==> src/rtl/cond_unit.sv <==
// Conditional-execution stage for the multicycle ARM core: holds NZCV, evaluates Cond once
// per instruction in DECODE, and gates the FSM's raw write strobes with the frozen result.
module cond_unit (
  input  logic       clk,
  input  logic       reset,
  input  logic [3:0] Cond,
  input  logic [3:0] ALUFlags,
  input  logic [1:0] FlagW,
  input  logic       ALUOp,
  input  logic       IRWrite,
  input  logic       PCS,
  input  logic       NextPC,
  input  logic       RegW,
  input  logic       MemW,
  output logic [3:0] Flags,
  output logic       CondExReg,
  output logic       PCWrite,
  output logic       RegWrite,
  output logic       MemWrite
);

  logic [3:0] flags_q, flags_d;
  logic       cond_ex_q, cond_ex_d;
  logic       decode_q, decode_d;
  logic       cond_ex;
  logic       wr_nz, wr_cv;

  // Reserved encoding 1111 evaluates false so the instruction is fully suppressed.
  function automatic logic cond_eval(input logic [3:0] cond, input logic [3:0] nzcv);
    logic n, z, c, v;
    {n, z, c, v} = nzcv;
    case (cond)
      4'b0000: cond_eval = z;
      4'b0001: cond_eval = !z;
      4'b0010: cond_eval = c;
      4'b0011: cond_eval = !c;
      4'b0100: cond_eval = n;
      4'b0101: cond_eval = !n;
      4'b0110: cond_eval = v;
      4'b0111: cond_eval = !v;
      4'b1000: cond_eval = c & !z;
      4'b1001: cond_eval = !c | z;
      4'b1010: cond_eval = (n == v);
      4'b1011: cond_eval = (n != v);
      4'b1100: cond_eval = !z & (n == v);
      4'b1101: cond_eval = z | (n != v);
      4'b1110: cond_eval = 1'b1;
      default: cond_eval = 1'b0;
    endcase
  endfunction

  always_comb begin
    cond_ex   = cond_eval(Cond, flags_q);
    decode_d  = IRWrite;
    cond_ex_d = decode_q ? cond_ex : cond_ex_q;
    // Flag writes use the pre-edge CondExReg, so a same-edge reload never gates them.
    wr_nz     = FlagW[1] & ALUOp & cond_ex_q;
    wr_cv     = FlagW[0] & ALUOp & cond_ex_q;
    flags_d   = flags_q;
    if (wr_nz) flags_d[3:2] = ALUFlags[3:2];
    if (wr_cv) flags_d[1:0] = ALUFlags[1:0];
  end

  always_ff @(posedge clk or posedge reset) begin
    if (reset) begin
      flags_q   <= 4'b0000;
      cond_ex_q <= 1'b0;
      decode_q  <= 1'b0;
    end else begin
      flags_q   <= flags_d;
      cond_ex_q <= cond_ex_d;
      decode_q  <= decode_d;
    end
  end

  assign Flags     = flags_q;
  assign CondExReg = cond_ex_q;
  // Fetch advances the PC regardless of condition; all strobes are held low during reset.
  assign PCWrite   = !reset & (NextPC | (PCS & cond_ex_q));
  assign RegWrite  = !reset & RegW & cond_ex_q;
  assign MemWrite  = !reset & MemW & cond_ex_q;

endmodule

==> config.mk <==
export PLATFORM = sky130hd
export DESIGN_NAME = cond_unit
export DESIGN_NICKNAME = d
export VERILOG_FILES = /design/src/rtl/cond_unit.sv
export SDC_FILE = /design/constraint.sdc
export NUM_CORES = 1
export LEC_CHECK = 0
export CAP_MARGIN = 20
export CORE_MARGIN = 8
export CORE_UTILIZATION = 31
export DETAILED_ROUTE_END_ITERATION = 12
export HOLD_SLACK_MARGIN = 0.15
export PLACE_DENSITY = 0.73
export SYNTH_ARGS = -nofsm -noshare
export SYNTH_HDL_FRONTEND = slang
export SYNTH_SLANG_ARGS = --single-unit
==> constraint.sdc <==
create_clock -name clk -period 1.5 [get_ports clk]
set_clock_uncertainty 0.15 [all_clocks]
set_input_delay 0.3 -clock clk [delete_from_list [all_inputs] [get_ports clk]]
set_output_delay 0.3 -clock clk [all_outputs]
set_load 0.005 [all_outputs]
Figure 1. Signal wires by layer.
Bar = 20 µm.
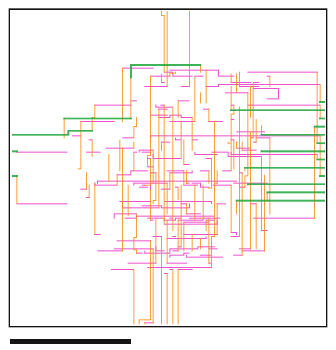
colour	layer	wire length
orange	metal 2	682 µm
magenta	metal 1	509 µm
green	metal 3	132 µm

Figure 2. Pin placement.
Pins as bars across the die edge, other pins in grey.
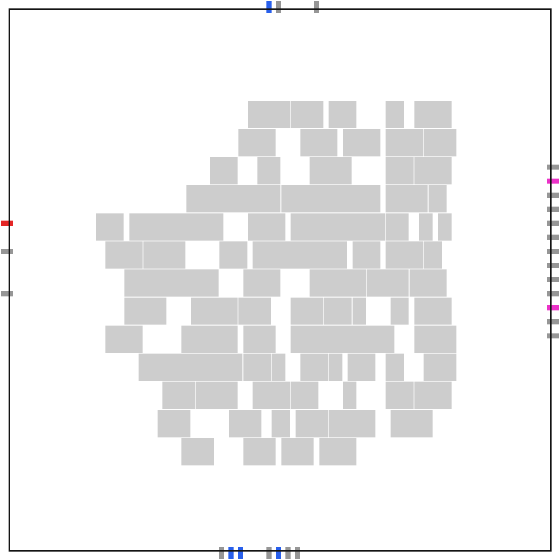
colour	port	pins	direction	edge
magenta	`FlagW`	2	input	east
red	`clk`	1	input	west
blue	`Flags`	4	output	3 south, 1 north

Figure 3. Track usage over the die.
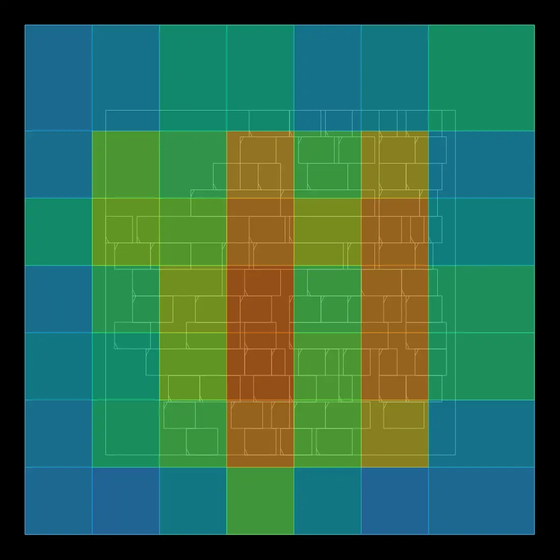
met3 Resource Use GR: 5.68%
GRT Util Overall: 10.7%

Figure 4. Routed metal per tile.
Bar = 20 µm. The die is cut into 10 by 10 equal tiles; dark blue is low, red is high, scaled to the fullest tile. Values are wire area over tile area, all layers added.
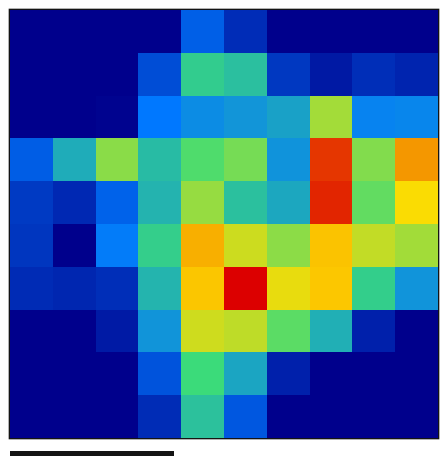
nearly empty tiles	31%
densest ninth of the die	east
mean over tiles	0.079
emptiest ninth of the die	south-west
tiles over half the peak	24%
fullest tile	0.28

==> metrics.cfg <==
[yosys]
netlist_instances = 39
ys_area_um2 = 408
area_leaders = dfrtp_1 (37%), mux2_2 (11%), xnor2_1 (4.3%), xor2_1 (4.3%), nand3b_1 (3.7%)
ys_ff = 6
edf_count = 0
syn_avg_cell_area_um2 = 10.5
ys_seq_share_pct = 36.8
async_flop_share_pct = 100
synthTopCellsByCount = dfrtp_1 (6), mux2_2 (4)
netlist_area_um2 = 408
top_cell = dfrtp_1
flop_cell = dfrtp_1
ys_warn_count = 0
ys_types = 23
fp_nets = 57

[status]
violations = setup timing
status = complete, but fails checks

[power]
p_seq_share_pct = 29.3
p_leak_uw = 0.000354
power_density_mw_per_mm2 = 1360
ir_worst_vdd_mv = 0.844
p_sw_uw = 375
netSwitchingFraction_pct = 33.9
p_clk_share_pct = 13.1
p_total_uw = 1110
power.internal_uw = 731

[cts]
cts_tree = done
path_clk_slew_ps = 40
worstSkewPairLatency_ps = 240
numClockSinks = 6
cts_buffer_depth = 2
htree_levels = 1
cts_buffers = 3

[final_timing]
fin_ws_ps = -0.624
maxSlewViolCount = 0
hold_violations = 0
finalCriticalPeriod_ps = 1500
setup_viol = 1
worst_pin_slew_ps = 236
max_freq_mhz = 666
final.period_utilization_pct = 100
hold_slack_ps = 347
slew_headroom_pct = 84.2
rsz0062_at_grt = true

[cells_and_area]
synthToLayoutAreaGrowth_pct = 98.8
antenna_cells = 0
final_core_util_pct = 63.9
nets = 96
n_fill_cell = 119
final_cells = 91

[die]
fp_util_pct = 32.1
die_w_um = 52.3
core_mm2 = 0.00127
dieArea_mm2 = 0.00273
die_height_um = 52.3
row_count = 13

[flow_run]
maxCapViolations = 0

[worst_setup_path]
cp-start-kind = flop
worstPathCellList = buf_6 > a21oi_2 > nor2_1 > buf_2
cp_slowest_stage_delay_ps = 400
end_kind = output pin
critical-path-slowest-cell = dfrtp_1
worstPathRequired_ps = 1050
setup.worst_path.class = flop to output pin
cp.arrival_ps = 1050
crit_fanout = 3

[route]
routed_via_density = 4.89
wl_mm = 1.32
ant_nets = 0
drt-pass1-iter-count = 2
dr.first_iter.drc_count = 2

[place]
placed_cells_incl_taps = 83
io_buffers = 25
dp_hpwl_mm = 1.03

[global_route]
grt_remaining_overflow = 0
grt_max_degree = 7
grt_first_pass_wirelength_mm = 2.17

-- power by group through the flow --
stage                     registers [µW]  clock network (µW)  logic, µW
after floorplan                      307                   0        229
after global placement               318                   0        480
after detailed placement             321                   0        484
after CTS                            292                 155        600
after global routing                 347                 162        689
final                                324                 145        637
-- logic make-up (layout without fill, tap and decap cells) --
family,count (synthesis),in the layout,share of synthesized area (%)
xor gates and xnor gates,4,4,8.59
muxes,6,6,16.3
buffers and inverters,3,40,4.60
DFF,6,6,36.8
AOI/OAI and AO/OA,6,6,13.2
and+or+nand+nor,14,14,20.6
-- cell type report --
cell class / instances / area [µm²] / share of cell area (%)
inverters: 2 / 7.51 / 0.926
multi-input cells: 30 / 294 / 36.3
clock buffers: 3 / 22.5 / 2.78
repair buffers: 35 / 317 / 39.0
well taps: 15 / 18.8 / 2.31
flip-flops and latches: 6 / 151 / 18.7
-- cells in the final DEF (no fill, tap or decap), drive strengths merged, types with 2 or more instances in the layout --
cell           count
buf               12
nand2              2
clkbuf             4
xnor2              2
clkdlybuf4s50     13
mux2               5
nand3b             2
nand3              2
dfrtp              6
nor2               2
xor2               2
and3               2
inv                2
dlygate4sd2        7
-- path summary, 6_finish.rpt --
| path | to | cells after the start | from | slack (ps) |
|---|---|---|---|---|
| setup / recovery | PCWrite | 4 | CondExReg | -0.6 |
| hold / removal | decode_q | 1 | IRWrite | 350 |
| setup reg to reg | CondExReg | 6 | Flags[3] | -0.6 |
| hold reg to reg | CondExReg | 1 | decode_q | 380 |
| max in group asynchronous | Flags[0] | 4 | reset | 470 |
| min in group asynchronous | decode_q | 4 | reset | 610 |
-- metal layers --
layer / share of wire [%] / wire (µm) / track usage, %
met5: 0 / 0 / 0
met4: 0 / 0 / 3.88
met3: 9.9 / 131 / 5.68
met2: 52 / 682 / 19.4
met1: 38 / 509 / 9.92
-- registers in the layout (all words and copies together) (netlist names) --
name and cells:
decode_q 1, CondExReg 1, Flags 4
-- per-stage QoR --
step | cell area [µm²] | worst slack [ps] | TNS, ps
floorplan | 408 | 53.2 | 0
global placement | 703 | -388 | -1520
detailed placement | 703 | -426 | -1650
CTS | 778 | -68.2 | -126
global route | 811 | -69.2 | -184
finish | 811 | -0.624 | -0.624
-- critical path: cells and delay by family (launching register included) --
family,cells,cell delay (ps)
compound gates,1,110
buf+inv,2,250
flops,1,400
simple gates,1,40
-- what timing repair did --
item | in CTS | in global routing
cloned | 0 | 0
pin swaps | 1 | 5
hold buffers | 1 | 0
hold endpoints to repair | 6 | 0
endpoints found under the setup margin | 9 | 5
setup buffers | 6 | 0
resized | 27 | 12
No activity file was given, so power comes from the tool's default toggle rates.
